[config.mk]
export PLATFORM = sky130hd
export DESIGN_NAME = ace_pcgen_flat
export DESIGN_NICKNAME = d
export VERILOG_FILES = /design/src/rtl/ace_pcgen_if.sv /design/src/rtl/ace_pcgen.sv /design/src/flat_wrapper.sv
export SDC_FILE = /design/constraint.sdc
export NUM_CORES = 1
export LEC_CHECK = 0
export ABC_AREA = 1
export CAP_MARGIN = 20
export CORE_MARGIN = 3
export CORE_UTILIZATION = 36
export DETAILED_ROUTE_END_ITERATION = 16
export GPL_TIMING_DRIVEN = 1
export MAX_ROUTING_LAYER = met4
export PLACE_DENSITY = 0.69
export REMOVE_ABC_BUFFERS = 1
export SLEW_MARGIN = 20
export SYNTH_ARGS = -nofsm -noshare
export SYNTH_HDL_FRONTEND = slang
export SYNTH_SLANG_ARGS = --single-unit
[constraint.sdc]
create_clock -name clock -period 8 [get_ports clock]
set_input_delay 1.2 -clock clock [delete_from_list [all_inputs] [get_ports clock]]
set_output_delay 1.2 -clock clock [all_outputs]
set_load 0.1 [all_outputs]
[src/rtl/ace_pcgen_if.sv]
// ace_pcgen_if: groups the fetch-control bus of the ace21064 PC generator.
//   master : the PC generator itself (drives PCs, fetch request, status, counters)
//   slave  : the fetch/retire environment (drives flush, override, predictions, stalls, halt)
interface ace_pcgen_if;
  logic        flush_rt_i;
  logic [63:0] flush_pc_rt_i;
  logic        override_vld_f1_i;
  logic [63:0] override_pc_f1_i;
  logic [63:0] nxt_pc_f0_i;
  logic        icache_stall_i;
  logic        instbuf_full_i;
  logic        bob_stall_i;
  logic        halt_i;
  logic [63:0] pc_f0_o;
  logic [63:0] pc_f1_o;
  logic        pc_f1_vld_o;
  logic        fetch_req_o;
  logic        halted_o;
  logic [15:0] stall_cnt_o;
  logic [15:0] redirect_cnt_o;

  modport master (
    input  flush_rt_i, flush_pc_rt_i, override_vld_f1_i, override_pc_f1_i,
           nxt_pc_f0_i, icache_stall_i, instbuf_full_i, bob_stall_i, halt_i,
    output pc_f0_o, pc_f1_o, pc_f1_vld_o, fetch_req_o, halted_o,
           stall_cnt_o, redirect_cnt_o
  );

  modport slave (
    output flush_rt_i, flush_pc_rt_i, override_vld_f1_i, override_pc_f1_i,
           nxt_pc_f0_i, icache_stall_i, instbuf_full_i, bob_stall_i, halt_i,
    input  pc_f0_o, pc_f1_o, pc_f1_vld_o, fetch_req_o, halted_o,
           stall_cnt_o, redirect_cnt_o
  );
endinterface

[src/rtl/ace_pcgen.sv]
// ace_pcgen: next-fetch-PC controller for the two-stage fetch pipeline.
// Selects pc_f0 from retire flush > f1 override > hold on stall > f0 prediction,
// sequences BOOT -> RUN <-> HALT, and keeps saturating stall/redirect counters.
// Ports:
//   clock  : rising-edge clock
//   reset  : asynchronous active-high reset
//   bus    : ace_pcgen_if.master (flush/override/prediction/stall/halt in;
//            pc_f0/pc_f1/valid/fetch_req/halted/counters out)
module ace_pcgen #(
  parameter logic [63:0] RESET_PC    = 64'h0,
  parameter int unsigned BOOT_CYCLES = 4
) (
  input  logic        clock,
  input  logic        reset,
  ace_pcgen_if.master bus
);

  typedef enum logic [1:0] {
    S_BOOT = 2'd0,
    S_RUN  = 2'd1,
    S_HALT = 2'd2
  } state_t;

  state_t      state, state_nxt;
  logic [3:0]  boot_cnt;
  logic [63:0] pc_f0, pc_f1;
  logic        pc_f1_vld;
  logic        fetch_req;
  logic [15:0] stall_cnt, redirect_cnt;

  logic        stall, redir, in_run, redir_acc;

  always_comb begin
    stall     = bus.icache_stall_i | bus.instbuf_full_i | bus.bob_stall_i;
    redir     = bus.flush_rt_i | bus.override_vld_f1_i;
    in_run    = (state == S_RUN);
    // Overrides only steer in RUN; a flush is honoured in every state.
    redir_acc = bus.flush_rt_i | (in_run & bus.override_vld_f1_i);
    state_nxt = state;
    unique case (state)
      S_BOOT:  if (boot_cnt == '0) state_nxt = S_RUN;
      S_RUN:   if (bus.halt_i & ~bus.flush_rt_i) state_nxt = S_HALT;
      S_HALT:  if (~bus.halt_i) state_nxt = S_RUN;
      default: state_nxt = S_BOOT;
    endcase
  end

  always_ff @(posedge clock or posedge reset) begin
    if (reset) begin
      state        <= S_BOOT;
      boot_cnt     <= 4'(BOOT_CYCLES - 1);
      pc_f0        <= RESET_PC;
      pc_f1        <= '0;
      pc_f1_vld    <= 1'b0;
      fetch_req    <= 1'b0;
      stall_cnt    <= '0;
      redirect_cnt <= '0;
    end else begin
      state <= state_nxt;

      if (state == S_BOOT && boot_cnt != '0)
        boot_cnt <= boot_cnt - 4'd1;

      if (bus.flush_rt_i)
        pc_f0 <= {bus.flush_pc_rt_i[63:2], 2'b00};
      else if (in_run & bus.override_vld_f1_i)
        pc_f0 <= {bus.override_pc_f1_i[63:2], 2'b00};
      else if (in_run & ~stall)
        pc_f0 <= {bus.nxt_pc_f0_i[63:2], 2'b00};

      // pc_f1 only ever captures pc_f0 on a clean advance; redirects kill the
      // f1 slot but leave its PC in place.
      if (in_run) begin
        if (redir)
          pc_f1_vld <= 1'b0;
        else if (~stall) begin
          pc_f1     <= pc_f0;
          pc_f1_vld <= 1'b1;
        end
      end else begin
        pc_f1_vld <= 1'b0;
      end

      fetch_req <= (state_nxt == S_RUN) & ~stall;

      if (in_run & stall & ~redir & (stall_cnt != '1))
        stall_cnt <= stall_cnt + 16'd1;

      if (redir_acc & (redirect_cnt != '1))
        redirect_cnt <= redirect_cnt + 16'd1;
    end
  end

  assign bus.pc_f0_o        = pc_f0;
  assign bus.pc_f1_o        = pc_f1;
  assign bus.pc_f1_vld_o    = pc_f1_vld;
  assign bus.fetch_req_o    = fetch_req;
  assign bus.halted_o       = (state == S_HALT);
  assign bus.stall_cnt_o    = stall_cnt;
  assign bus.redirect_cnt_o = redirect_cnt;

endmodule

[src/flat_wrapper.sv]
// flat-port wrapper written by rule: the top's interface ports become plain ports
module ace_pcgen_flat 
#(
  parameter logic [63:0] RESET_PC    = 64'h0,
  parameter int unsigned BOOT_CYCLES = 4
)
  (clock, reset, bus_flush_rt_i, bus_flush_pc_rt_i, bus_override_vld_f1_i, bus_override_pc_f1_i, bus_nxt_pc_f0_i, bus_icache_stall_i, bus_instbuf_full_i, bus_bob_stall_i, bus_halt_i, bus_pc_f0_o, bus_pc_f1_o, bus_pc_f1_vld_o, bus_fetch_req_o, bus_halted_o, bus_stall_cnt_o, bus_redirect_cnt_o);
  ace_pcgen_if bus_i ();
  input  logic clock;
  input  logic reset;
  input wire logic [$bits(bus_i.flush_rt_i)-1:0] bus_flush_rt_i;
  input wire logic [$bits(bus_i.flush_pc_rt_i)-1:0] bus_flush_pc_rt_i;
  input wire logic [$bits(bus_i.override_vld_f1_i)-1:0] bus_override_vld_f1_i;
  input wire logic [$bits(bus_i.override_pc_f1_i)-1:0] bus_override_pc_f1_i;
  input wire logic [$bits(bus_i.nxt_pc_f0_i)-1:0] bus_nxt_pc_f0_i;
  input wire logic [$bits(bus_i.icache_stall_i)-1:0] bus_icache_stall_i;
  input wire logic [$bits(bus_i.instbuf_full_i)-1:0] bus_instbuf_full_i;
  input wire logic [$bits(bus_i.bob_stall_i)-1:0] bus_bob_stall_i;
  input wire logic [$bits(bus_i.halt_i)-1:0] bus_halt_i;
  output wire logic [$bits(bus_i.pc_f0_o)-1:0] bus_pc_f0_o;
  output wire logic [$bits(bus_i.pc_f1_o)-1:0] bus_pc_f1_o;
  output wire logic [$bits(bus_i.pc_f1_vld_o)-1:0] bus_pc_f1_vld_o;
  output wire logic [$bits(bus_i.fetch_req_o)-1:0] bus_fetch_req_o;
  output wire logic [$bits(bus_i.halted_o)-1:0] bus_halted_o;
  output wire logic [$bits(bus_i.stall_cnt_o)-1:0] bus_stall_cnt_o;
  output wire logic [$bits(bus_i.redirect_cnt_o)-1:0] bus_redirect_cnt_o;
  assign bus_i.flush_rt_i = bus_flush_rt_i;
  assign bus_i.flush_pc_rt_i = bus_flush_pc_rt_i;
  assign bus_i.override_vld_f1_i = bus_override_vld_f1_i;
  assign bus_i.override_pc_f1_i = bus_override_pc_f1_i;
  assign bus_i.nxt_pc_f0_i = bus_nxt_pc_f0_i;
  assign bus_i.icache_stall_i = bus_icache_stall_i;
  assign bus_i.instbuf_full_i = bus_instbuf_full_i;
  assign bus_i.bob_stall_i = bus_bob_stall_i;
  assign bus_i.halt_i = bus_halt_i;
  assign bus_pc_f0_o = bus_i.pc_f0_o;
  assign bus_pc_f1_o = bus_i.pc_f1_o;
  assign bus_pc_f1_vld_o = bus_i.pc_f1_vld_o;
  assign bus_fetch_req_o = bus_i.fetch_req_o;
  assign bus_halted_o = bus_i.halted_o;
  assign bus_stall_cnt_o = bus_i.stall_cnt_o;
  assign bus_redirect_cnt_o = bus_i.redirect_cnt_o;
  ace_pcgen #(.RESET_PC(RESET_PC), .BOOT_CYCLES(BOOT_CYCLES)) u_core (.clock(clock), .reset(reset), .bus(bus_i));
endmodule
**Placed cells, one colour a class**

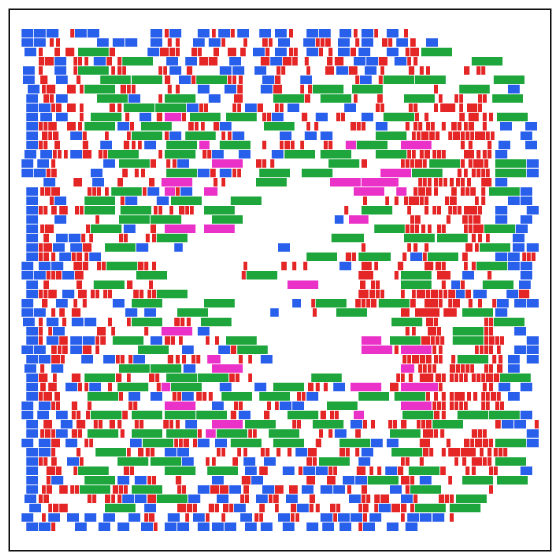
legend:
  green:
    class: flops
    cells: 164
    share_of_their_area: 34%
  red:
    class: all other logic
    cells: 868
    share_of_their_area: 32%
  blue:
    class: other buffers and delay cells
    cells: 359
    share_of_their_area: 29%
  magenta:
    class: clock drivers and dummy loads
    cells: 32
    share_of_their_area: 5.1%

**Sequential cells coloured by netlist name**

Bar = 50 um.
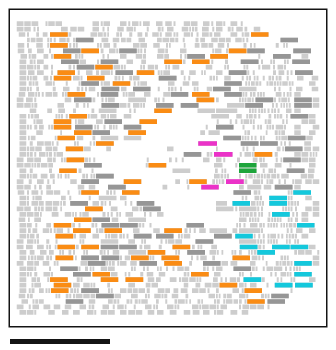
legend:
  magenta:
    netlist_name: u_core.boot_cnt
    sequential_cells: 4
  orange:
    netlist_name: u_core.bus.pc_f0_o
    sequential_cells: 62
  cyan:
    netlist_name: u_core.bus.redirect_cnt_o
    sequential_cells: 16
    where: bottom right
  green:
    netlist_name: u_core.state
    sequential_cells: 2

==> flow_summary_export.csv <==
group,metric,value,unit
pwr,p_seq_frac,0.263,
pwr,combinationalPower,0.00250,W
cells_and_area,lay_top_count,"nand2_1",
cells_and_area,syn_to_final_growth,51.6,%
pwr,pwr-share-comb,0.548,
min_path,holdPathStages,2,
logic_synthesis,enable_flop_cells,0,
setup_path,ff2ff_setup_slack,5010,ps
logic_synthesis,area_leaders,"dfrtp_1, nand2_1, nand3_1",
timing,worst_slew_margin_rel,0.291,
pwr,ir_drop,0.173,mV
floorplanning,die_w,158,um
timing,setup_slack,4280,ps
timing,fin_crit_sh,0.464,
global_route,antenna_found_initial,0,
floorplanning,core,22200,um2
clocking,root_buffer,"clkbuf_16",
global_route,grt_pass1_vias,7860,
setup_path,cp_num_cells,9,
cells_and_area,flop_area,4110,um2
timing,drv_slew,0,
setup_path,cp-end-kind,"flip-flop",
global_route,gr-usage-all-layers,0.223,
cells_and_area,sh_comb_area,0.299,
place,dpl.cell_count,1671,
route,met1_length,11.7,mm
cells_and_area,layout.nets,1613,
status,outcome,"finished, final reports clean",
flow_run,maxCapViolations,0,
pwr,power_density,362,nW/um2
setup_path,worstPathCellList,"clkdlybuf4s50_1 -> nand2_4 -> nand2_2 -> inv_2 -> nand2_8 -> inv_2 -> buf_4 -> nand2_1 -> nand2_1",
setup_path,worstSetupPathType,"in2reg",
logic_synthesis,synthCells,1091,
logic_synthesis,top_cell_area_share,0.489,
route,dr.max_layer_used,"met4",
logic_synthesis,async_reset_ff_frac,1.00,
cells_and_area,buffer_area_frac,0.285,
floorplanning,nWellTaps,280,
pwr,p_clk_frac,0.189,
cells_and_area,stdcell_count,1703,
cells_and_area,drive_gt1_frac,0.0436,
global_route,gr-total-overflow,0,
timing,fmax,269,MHz
logic_synthesis,synth_stat.cells,1091,
setup_path,crit_path_end,"u_core.bus.pc_f0_o[61]",
clocking,htree_levels,4,
logic_synthesis,ff_type,"dfrtp_1",
timing,grt_setup_unrepaired,"no",
logic_synthesis,ys_sh_simple,0.366,
place,pre_cts_ws,3770,ps
cells_and_area,final_area,12600,um2
setup_path,ff2ff_path_depth,10,
timing,holdWs,468,ps
min_path,hold_end,"u_core.bus.pc_f1_o[45]",
logic_synthesis,yosysMostFrequentCell,"nand2_1",
logic_synthesis,synthesis.area,8290,um2
timing,tns,0,ps
global_route,globalRouteMet2Util,0.377,
logic_synthesis,syn_area_per_cell,7.60,um2
route,drt_pass1_iterations,4,
logic_synthesis,synth.comb.largest_family,"simple AND/OR/NAND/NOR gates",
route,route.met2.wl,13.8,mm
logic_synthesis,mux_share,0,
timing,min_period,3720,ps
global_route,met1_usage,0.280,
clocking,cts_hold_buf,0,
floorplanning,die_area,24900,um2
setup_path,reg2reg_to,"u_core.bus.pc_f0_o[61]",
pwr,p_leak,5.77,nW
setup_path,critPathRequiredTime,8360,ps
floorplanning,fp-utilization,0.373,
logic_synthesis,ys_seq_frac,0.495,
clocking,path_clk_slew,70,ps
cells_and_area,seqAreaFraction,0.327,
pwr,maxPowerGroup,"combinational cells",
floorplanning,ios,363,
setup_path,critPathLaunchType,"input port",
cells_and_area,clk_share,0.0498,
cells_and_area,fin_util,0.565,
route,drtIter0Drc,430,
place,placedInstanceArea,11900,um2
cells_and_area,num-multi-input-gates,832,
timing,hold_viol_final,0,
cells_and_area,buffers,359,
timing,worstMarginPinSlew,1060,ps
cells_and_area,inv_count,36,
clocking,cts_tree,"built",
cells_and_area,seq_cells,164,
route,viasPerCell,4.85,
min_path,hold_path_class,"reg2reg",
cells_and_area,diodes,0,
route,antenna_left,0,
logic_synthesis,top_area_cell,"dfrtp_1",
route,wl_per_cell,16.0,um
clocking,cts_buffers,17,
floorplanning,rows,54,
clocking,cts.sinks,164,
setup_path,crit-reg2reg-launch,"u_core.state[0]",
clocking,clockBufferDepth,2,
pwr,pg_seq,0.00120,W
cells_and_area,nFillCells,2047,
setup_path,slowest_delay,570,ps
floorplanning,fp.dieH,158,um
route,dr_total_vias,8257,
clocking,postCtsSetupBuffers,0,
logic_synthesis,common_cells,"nand2_1, dfrtp_1, nand3_1, o211ai_1, nor2_1",
setup_path,crit_path_max_fanout,63,
setup_path,crit_family,"buffers and inverters",
logic_synthesis,synth.cellmix.adderShare,0.00453,
cells_and_area,logic_area,3760,um2
route,wl_met3,1.19,mm
setup_path,path_buffers,4,
setup_path,cp.arrival,4070,ps
clocking,cts_resized,0,
place,hpwl,19.5,mm
place,port_buffers,352,
logic_synthesis,ys.warnings.count,0,
global_route,gr-usage-met3,0.0350,
pwr,switching_share,0.546,
pwr,p_int,0.00207,W
pwr,power.net_switching,0.00248,W
logic_synthesis,ys_area,8290,um2
global_route,top_usage_layer,"met2",
**Clock wires, drivers and flops**

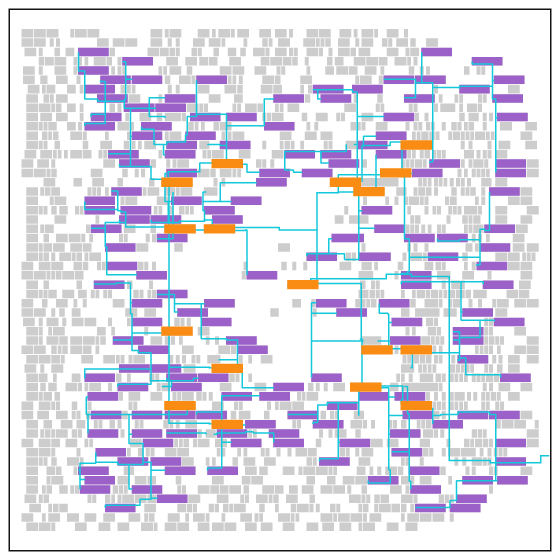
legend:
  purple:
    item: flip-flops
    count: 164
  orange:
    item: cells driving clock nets
    count: 17
  cyan:
    item: clock wires
    length: 2090 um
flops lie: widely spread

**Clock routing**

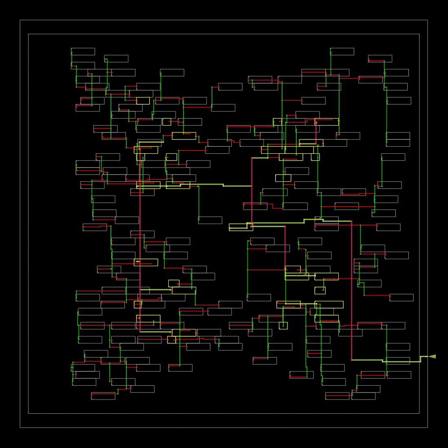
number of clock buffers in the layout: 18
Power Clock: 0.000860 W
clk latency late pin: 420 ps
Final Skew: 11.2 ps

No activity file was given, so power comes from the tool's default toggle rates.
